### Met1 routing

Scale: 4 px per µm. Supply wires on this layer in gray. Cells faint in the background.
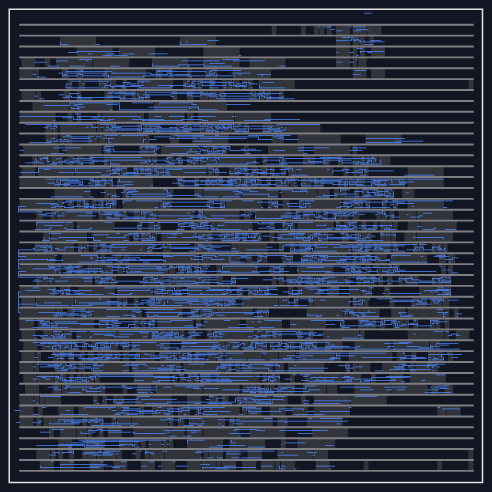
### Signal wires on met2

Scale: 4 px per µm.
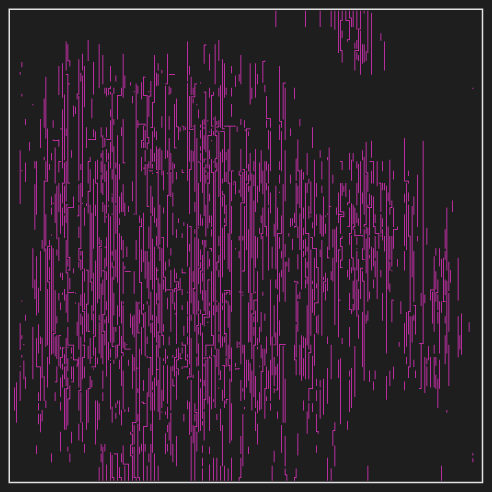
Design reg_target_seq, sky130hd; sources not shown.
==> flow_metrics.env <==
# source this file to load flow results
export IMPL_worstSetupStartpointType="input pin"
export IMPL_ir_drop_v=0.0002823
export IMPL_htree_levels=4
export IMPL_cts_resized=0
export IMPL_grt_max_degree=65
export IMPL_relSlewSlack_pct=35.42
export IMPL_lay_top_cells="nand2_1 (219), dfrtp_1 (113), inv_1 (88)"
export IMPL_p_per_area_nw_per_um2=286.2
export IMPL_synth_cell_area_um2=6490
export IMPL_die_y_um=117.9
export IMPL_nets=917
export IMPL_critical_path_required_ps=5900
export IMPL_edf_count=0
export IMPL_grt_usage_pct=23.83
export IMPL_first_iter_violations=536
export IMPL_floorplanUtilization_pct=51.22
export IMPL_crit_slowest_cell="nor4_4"
export IMPL_syn_to_final_growth_pct=18.85
export IMPL_ys_cells=803
export IMPL_cts_made_buffers=17
export IMPL_outcome="completed"
export IMPL_busiest_layer="met2"
export IMPL_core_area_um2=12670
export IMPL_rsz0062_at_grt="false"
export IMPL_dp_cells=1010
export IMPL_ant_nets=0
export IMPL_ys_flop_type="dfrtp_1"
export IMPL_lay_top_count="nand2_1"
export IMPL_antenna_found_initial=0
export IMPL_critPathTopFamily="simple AND/OR/NAND/NOR gates"
export IMPL_dr_pass1_iters=6
export IMPL_cts_sinks=123
export IMPL_path_buffers=3
export IMPL_drive_gt1_share_pct=10.00
export IMPL_antenna_cells=0
export IMPL_die_x_um=117.9
## Picture notes: 'Met1 routing'
main direction: horizontal
wire length on this layer: 6,780 µm
Routed WL: 15.71 mm
met1 Use GR: 30.61%
via count: 5,547

## Picture notes: 'Signal wires on met2'
main direction: vertical
longest straight run: 50.7 µm
GR Layer Usage met2: 37.90%

## cells by family (layout without fill, tap and decap cells)
logic type,count (synthesis),in the layout,share of synthesized area [%]
compound gates,153,153,14.31
xor+xnor,11,11,1.600
fa+ha+maj,3,3,0.5784
buf+inv,130,184,9.138
flops,123,123,47.62
other cells,1,14,0.05778
simple gates,382,382,26.70
## power breakdown
part / switching, mW / leakage, nW / internal [mW]
Sequential: 0.0209 / 1.65 / 0.887
Clock: 0.392 / 0.298 / 0.736
Combinational: 0.100 / 1.48 / 0.0701
Total: 0.514 / 3.44 / 1.69
## synthesized netlist by cell type, drive strengths merged, types with 2 or more instances
cell    count  area (µm²)
a21oi       6       33.78
a22oi      16       120.1
buf        29       214.0
clkbuf      8       30.03
dfrtp     113        2828
dfstp      10       262.8
ha          3       37.54
inv        93       349.1
nand2     229       909.6
nand3      47       252.8
nand3b      3       22.52
nand4       7       43.79
nor2       75       345.3
nor3       14       85.08
nor4        5       61.31
o211ai     12       135.1
o21ai      95       479.2
o22ai      18       112.6
or2         2       12.51
xor2       10       95.10
## routing by layer
layer | up-vias | part of all wire, %
met2 | 205 | 47
met4 | 0 | 3.1
met5 | - | 0
met1 | 2602 | 43
li1 | 2704 | -
met3 | 36 | 6.3
## stage by stage
| step | worst slack [ps] | power (mW) |
|---|---|---|
| floorplan | 1433 | 1.042 |
| global placement | 1839 | 1.089 |
| detailed placement | 1804 | 1.093 |
| finish | 2222 | 2.207 |
| CTS | 2237 | 2.218 |
| global route | 2067 | 2.282 |
## worst register-to-register path: cells and delay by family (launching register included)
kind | cells | cell delay, ps
AND-OR/OR-AND | 1 | 150
buffers and inverters | 2 | 400
flip-flops | 1 | 480
XOR/XNOR | 1 | 210
AND/OR/NAND/NOR | 7 | 1530
## final cells by class
class,count,area [µm²]
clock buffers,21,450.4
clock inverters,11,167.7
inverters,93,351.6
well taps,172,215.2
fillers,1103,4957
flip-flops and latches,123,3090
repair buffers,59,583.1
multi-input cells,563,2855
Power figures rest on the tool's default switching activity, not on a simulated workload.
